## config.mk

```make
export PLATFORM = sky130hd
export DESIGN_NAME = call_latch
export DESIGN_NICKNAME = d
export VERILOG_FILES = /design/src/rtl/elevator_pkg.sv /design/src/rtl/btn_debounce.sv /design/src/rtl/call_latch.sv
export SDC_FILE = /design/constraint.sdc
export NUM_CORES = 1
export LEC_CHECK = 0
export ABC_CLOCK_PERIOD_IN_PS = 3900
export CORE_MARGIN = 3
export CORE_UTILIZATION = 53
export CTS_CLUSTER_SIZE = 25
export DETAILED_ROUTE_END_ITERATION = 7
export PLACE_DENSITY = 0.72
export SLEW_MARGIN = 20
export SYNTH_ARGS = -nofsm -noshare
export SYNTH_HDL_FRONTEND = slang
export SYNTH_SLANG_ARGS = --single-unit
```

## constraint.sdc

```tcl
create_clock -name clk -period 3.9 [get_ports clk]
set_clock_uncertainty 0.05 [all_clocks]
set_input_delay 0.39 -clock clk [delete_from_list [all_inputs] [get_ports clk]]
set_output_delay 0.39 -clock clk [all_outputs]
set_load 0.02 [all_outputs]
```

## src/rtl/elevator_pkg.sv

```systemverilog
// -----------------------------------------------------------------------------
// elevator_pkg
// Shared constants for the elevator call-handling blocks.
//   FLOORS_DEF   : default number of served floors
//   DEBOUNCE_DEF : default debounce length in clock cycles
//   FLOOR_W      : floor-index width for the default floor count
//   DB_CNT_W     : debounce counter width (covers DEBOUNCE_CYCLES up to 255)
// -----------------------------------------------------------------------------
package elevator_pkg;

  localparam int FLOORS_DEF   = 8;
  localparam int DEBOUNCE_DEF = 4;
  localparam int FLOOR_W      = $clog2(FLOORS_DEF);
  localparam int DB_CNT_W     = 8;

endpackage : elevator_pkg

```

## src/rtl/btn_debounce.sv

```systemverilog
// -----------------------------------------------------------------------------
// btn_debounce
// Conditions one raw, asynchronous push button: 2-flop synchroniser, debounce
// counter, and rising-edge detector on the debounced level.
// Ports:
//   clk    : clock, all state on rising edge
//   rst_n  : asynchronous active-low reset
//   raw    : raw button input (asynchronous)
//   press  : one-cycle pulse on each 0->1 transition of the debounced level
// The debounced level flips only after DEBOUNCE_CYCLES consecutive cycles in
// which the synchronised value differs from it; any agreeing cycle restarts
// the count.
// -----------------------------------------------------------------------------
module btn_debounce
  import elevator_pkg::*;
#(
  parameter int DEBOUNCE_CYCLES = DEBOUNCE_DEF
) (
  input  logic clk,
  input  logic rst_n,
  input  logic raw,
  output logic press
);

  localparam logic [DB_CNT_W-1:0] CNT_LAST = DB_CNT_W'(DEBOUNCE_CYCLES - 1);

  logic                sync1;
  logic                sync2;
  logic                level;
  logic                level_q;
  logic [DB_CNT_W-1:0] cnt;

  // NOTE: the synchroniser flops are reset along with the counter so that a
  // button held through reset is treated as a fresh press after release.
  always_ff @(posedge clk or negedge rst_n) begin
    if (!rst_n) begin
      sync1   <= 1'b0;
      sync2   <= 1'b0;
      level   <= 1'b0;
      level_q <= 1'b0;
      cnt     <= '0;
    end else begin
      // NOTE: non-blocking assignments so every flop samples the pre-edge
      // value of its neighbour, giving a true two-stage shift.
      sync1   <= raw;
      sync2   <= sync1;
      level_q <= level;
      if (sync2 == level) begin
        cnt <= '0;
      end else if (cnt == CNT_LAST) begin
        level <= sync2;
        cnt   <= '0;
      end else begin
        cnt <= cnt + DB_CNT_W'(1);
      end
    end
  end

  assign press = level & ~level_q;

endmodule : btn_debounce

```

## src/rtl/call_latch.sv

```systemverilog
// -----------------------------------------------------------------------------
// call_latch
// Latches elevator calls from cabin and hall buttons and summarises them
// relative to the current cabin floor.
// Ports:
//   clk, reset                 : clock; asynchronous active-low reset
//   btn_cab/btn_up/btn_down    : raw buttons, one bit per floor
//   block                      : per-floor mask discarding new presses
//   clr_cab/clr_up/clr_down    : one-cycle serve pulses clearing calls
//   cur_floor                  : current cabin floor index
//   cab_calls/up_calls/down_calls : latched pending calls
//   call_above/below/here      : any call above / below / at cur_floor
//   call_count                 : number of pending calls in all vectors
// Build option: define CALL_LATCH_CANCEL_EN to let a new cab press toggle an
// already latched cab call off (hall calls are never toggled).
// Timing: raw button to call bit is DEBOUNCE_CYCLES+3 cycles; summaries lag
// the call vectors by one cycle.
// -----------------------------------------------------------------------------
module call_latch
  import elevator_pkg::*;
#(
  parameter int FLOORS          = FLOORS_DEF,
  parameter int DEBOUNCE_CYCLES = DEBOUNCE_DEF
) (
  input  logic                             clk,
  input  logic                             reset,
  input  logic [FLOORS-1:0]                btn_cab,
  input  logic [FLOORS-1:0]                btn_up,
  input  logic [FLOORS-1:0]                btn_down,
  input  logic [FLOORS-1:0]                block,
  input  logic [FLOORS-1:0]                clr_cab,
  input  logic [FLOORS-1:0]                clr_up,
  input  logic [FLOORS-1:0]                clr_down,
  input  logic [$clog2(FLOORS)-1:0]        cur_floor,
  output logic [FLOORS-1:0]                cab_calls,
  output logic [FLOORS-1:0]                up_calls,
  output logic [FLOORS-1:0]                down_calls,
  output logic                             call_above,
  output logic                             call_below,
  output logic                             call_here,
  output logic [$clog2(3*FLOORS+1)-1:0]    call_count
);

  localparam int CW = $clog2(3*FLOORS+1);

  // No up call exists at the top floor and no down call at the bottom floor.
  localparam logic [FLOORS-1:0] UP_MASK   = {FLOORS{1'b1}} >> 1;
  localparam logic [FLOORS-1:0] DOWN_MASK = {FLOORS{1'b1}} << 1;

  logic [FLOORS-1:0] cab_evt, up_evt, down_evt;
  logic [FLOORS-1:0] cab_nxt, up_nxt, down_nxt;
  logic              above_nxt, below_nxt, here_nxt;
  logic [CW-1:0]     count_nxt;
  logic [FLOORS-1:0] any_call;
  int                cf;

  for (genvar f = 0; f < FLOORS; f++) begin : g_floor
    btn_debounce #(.DEBOUNCE_CYCLES(DEBOUNCE_CYCLES)) u_cab (
      .clk(clk), .rst_n(reset), .raw(btn_cab[f]),  .press(cab_evt[f])
    );
    btn_debounce #(.DEBOUNCE_CYCLES(DEBOUNCE_CYCLES)) u_up (
      .clk(clk), .rst_n(reset), .raw(btn_up[f]),   .press(up_evt[f])
    );
    btn_debounce #(.DEBOUNCE_CYCLES(DEBOUNCE_CYCLES)) u_down (
      .clk(clk), .rst_n(reset), .raw(btn_down[f]), .press(down_evt[f])
    );
  end

  // Clear wins over a same-cycle press; a blocked press is simply dropped.
  always_comb begin
    // NOTE: every output of this block gets a default first so no path can
    // leave it unassigned and infer a latch.
    cab_nxt  = cab_calls;
    up_nxt   = up_calls;
    down_nxt = down_calls;
    for (int f = 0; f < FLOORS; f++) begin
      if (clr_cab[f]) begin
        cab_nxt[f] = 1'b0;
      end else if (cab_evt[f] && !block[f]) begin
`ifdef CALL_LATCH_CANCEL_EN
        cab_nxt[f] = ~cab_calls[f];
`else
        cab_nxt[f] = 1'b1;
`endif
      end
      if (clr_up[f]) begin
        up_nxt[f] = 1'b0;
      end else if (up_evt[f] && !block[f]) begin
        up_nxt[f] = 1'b1;
      end
      if (clr_down[f]) begin
        down_nxt[f] = 1'b0;
      end else if (down_evt[f] && !block[f]) begin
        down_nxt[f] = 1'b1;
      end
    end
  end

  // Summaries from the registered call vectors; an out-of-range floor index
  // reports no calls anywhere.
  always_comb begin
    any_call  = cab_calls | up_calls | down_calls;
    above_nxt = 1'b0;
    below_nxt = 1'b0;
    here_nxt  = 1'b0;
    count_nxt = '0;
    cf        = int'(cur_floor);
    for (int f = 0; f < FLOORS; f++) begin
      count_nxt = count_nxt + CW'(cab_calls[f]) + CW'(up_calls[f])
                + CW'(down_calls[f]);
      if (cf < FLOORS) begin
        if (f > cf) above_nxt = above_nxt | any_call[f];
        if (f < cf) below_nxt = below_nxt | any_call[f];
        if (f == cf) here_nxt = any_call[f];
      end
    end
  end

  always_ff @(posedge clk or negedge reset) begin
    if (!reset) begin
      cab_calls  <= '0;
      up_calls   <= '0;
      down_calls <= '0;
      call_above <= 1'b0;
      call_below <= 1'b0;
      call_here  <= 1'b0;
      call_count <= '0;
    end else begin
      cab_calls  <= cab_nxt;
      up_calls   <= up_nxt & UP_MASK;
      down_calls <= down_nxt & DOWN_MASK;
      call_above <= above_nxt;
      call_below <= below_nxt;
      call_here  <= here_nxt;
      call_count <= count_nxt;
    end
  end

endmodule : call_latch

```

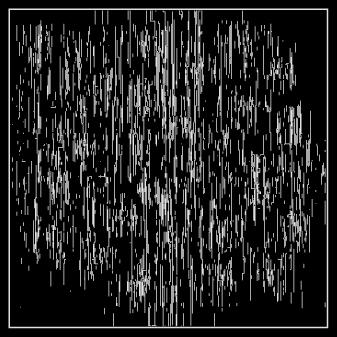
Fig. 1. Met2 routing.
Scale: 2 px per um.
nets with wire on the layer: 1,099
wire length on this layer: 10,400 um
share of all routed wire: 45%
longest straight run: 54.1 um
main direction: vertical

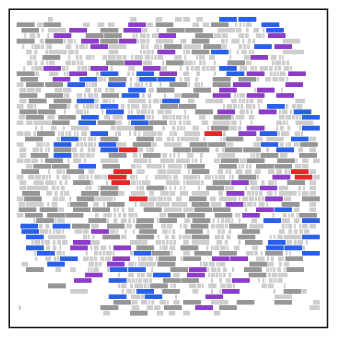
Fig. 2. Where the registers sit.
Scale: 2 px per um. Other sequential cells in the stronger gray, the rest of the logic in the fainter gray.
[purple] `g_floor.u_up.cnt` | placed flops: 56 | where: all over the die
[blue] `g_floor.u_cab.cnt` | placed flops: 64 | where: all over the die
[red] `cab_calls` | placed flops: 8

==> impl_metrics.tcl <==
# metrics dict for downstream scripts
set metrics [dict create \
    routed_via_density 5.23 \
    clock.latency.late_pin_ps 550 \
    violations "negative setup slack" \
    path_clk_slew_ps 60 \
    setup_viol 2 \
    tightest_slew_ps 845 \
    status "finished with violations" \
    start_kind "register" \
    firstDrtPassIters 4 \
    hold_viol_final 0 \
    cts_buffer_depth 3 \
    synth-xor-area-share 0.111 \
    core-area_mm2 0.0227 \
    fin_cells 1508 \
    yosysTopAreaCell "dfrtp_1" \
    row_count 55 \
    clock.fmax_mhz 251 \
    fin_ws_ps -84.6 \
    topCellsByArea "dfrtp_1 (60%), xor2_1 (9.2%), nor2_1 (6.2%), nand3_1 (4.1%), and3_1 (2.9%)" \
    drive_gt1_frac 0.0884 \
    gr-usage-all-layers 0.190 \
    netlist_area_mm2 0.0123 \
    finalClockPeriodUsage 1.02 \
    fin_nets 1304 \
    fp-utilization 0.542 \
    synth_cells 1064 \
]
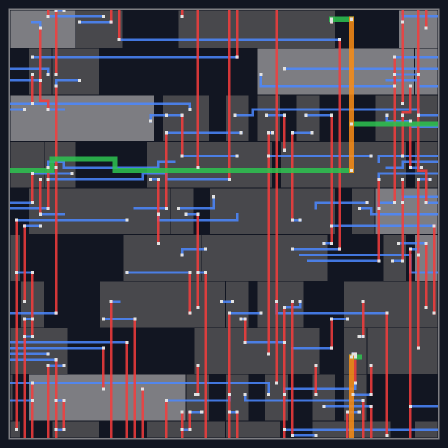
Fig. 3. Layout detail.
Region (67, 67) to (92, 92) um. Cells in gray, sequential cells in the stronger gray; small squares are vias.
[orange] met4
[green] met3
[red] met2
[blue] met1
sequential cells in the window: 3
cells with their middle in the window: 37
most frequent: inv_1 (11), fa_1 (8)

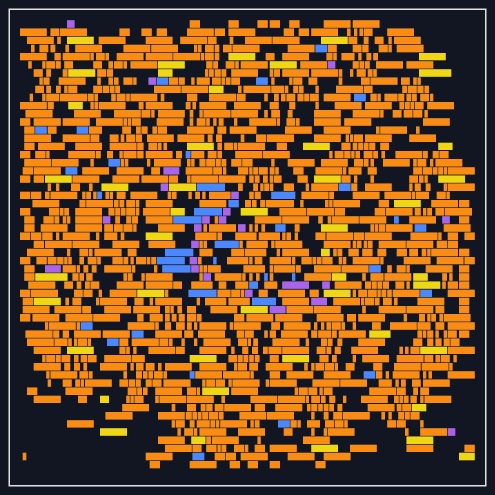
Fig. 4. Cell sizes after repair.
Scale: 3 px per um.
[orange] drive 1 or less | cells: 1,114 | share: 91%
[blue] drive 2 | cells: 38 | share: 3.1%
[yellow] drive 6 and up | cells: 46 | share: 3.8%
[purple] drive 3 to 4 | cells: 24 | share: 2.0%

==> timing repair <==
item,4_1_cts,5_1_grt
hold buffers,1,0
setup endpoints to repair,3,3
buffers inserted,0,0
pin swaps,5,5
endpoints found under the hold margin,106,0
resized,3,3
==> layer usage <==
metal  track usage  wire, um  vias up
li1              -         -     3830
met1         0.278     10800     3859
met2         0.296     10400      158
met3        0.0378      1330       36
met4        0.0442       465        0
met5             0         0        -
==> power breakdown <==
part           total (mW)  leakage, nW  switching (mW)  internal (mW)
sequential           4.22         3.84           0.562           3.66
combinational        2.52         2.62            1.39           1.13
clock                2.92        0.508            1.16           1.76
==> worst max-delay path, stage by stage (launching register included) <==
cell	delay, ps
dfrtp_2	410
fa_1	520
fa_1	500
inv_1	50
fa_1	500
fa_1	420
fa_1	500
inv_2	50
ha_4	160
fa_2	360
a21o_1	170
a21o_1	170
==> cell type report <==
cell class | instances | share of cell area
Sequential cell | 294 | 0.500
Multi-Input combinational cell | 742 | 0.329
Timing Repair Buffer | 106 | 0.0700
Clock buffer | 47 | 0.0629
Tap cell | 285 | 0.0242
Clock inverter | 9 | 0.00714
Inverter | 24 | 0.00612
Antenna cell | 1 | 0.000170
==> synth_stat cells, types with 5 or more instances <==
library cell,n
nor2_1,202
and3_1,58
a21oi_1,25
and2_1,11
dfrtp_1,294
o21ai_0,5
xor2_1,129
ha_1,29
mux2_2,18
fa_1,15
inv_1,24
xnor2_1,27
nor3_1,27
nor4b_1,21
nand3_1,101
nand2_1,49
==> state kept, by name, summed over array words and instances (netlist names), 8 cells and up <==
name	flops
g_floor.u_up.cnt	56
g_floor.u_cab.level	8
g_floor.u_cab.cnt	64
cab_calls	8
g_floor.u_cab.level_q	8
g_floor.u_cab.sync2	8
g_floor.u_cab.sync1	8
g_floor.u_down.cnt	56
==> worst paths after layout <==
check / depth (start not counted) / slack, ps / end / start
setup / recovery: 11 / -80 / call_count[4] / up_calls[5]
hold / removal: 1 / 220 / g_floor[1].u_down.sync1 / btn_down[1]
setup reg to reg: 11 / -80 / call_count[4] / up_calls[5]
hold reg to reg: 0 / 290 / g_floor[3].u_up.sync2 / g_floor[3].u_up.sync1
max in group asynchronous: 4 / 2300 / g_floor[6].u_cab.level / reset
min in group asynchronous: 2 / 420 / g_floor[2].u_down.sync2 / reset
==> cells by family (layout without fill, tap and decap cells) <==
family          Yosys count  count (layout)
xor+xnor                156             156
other cells               1               3
buf+inv                  29             186
simple gates            477             477
fa+ha+maj                44              44
flops                   294             294
compound gates           38              38
mux                      25              25
Power figures rest on the tool's default switching activity, not on a simulated workload.
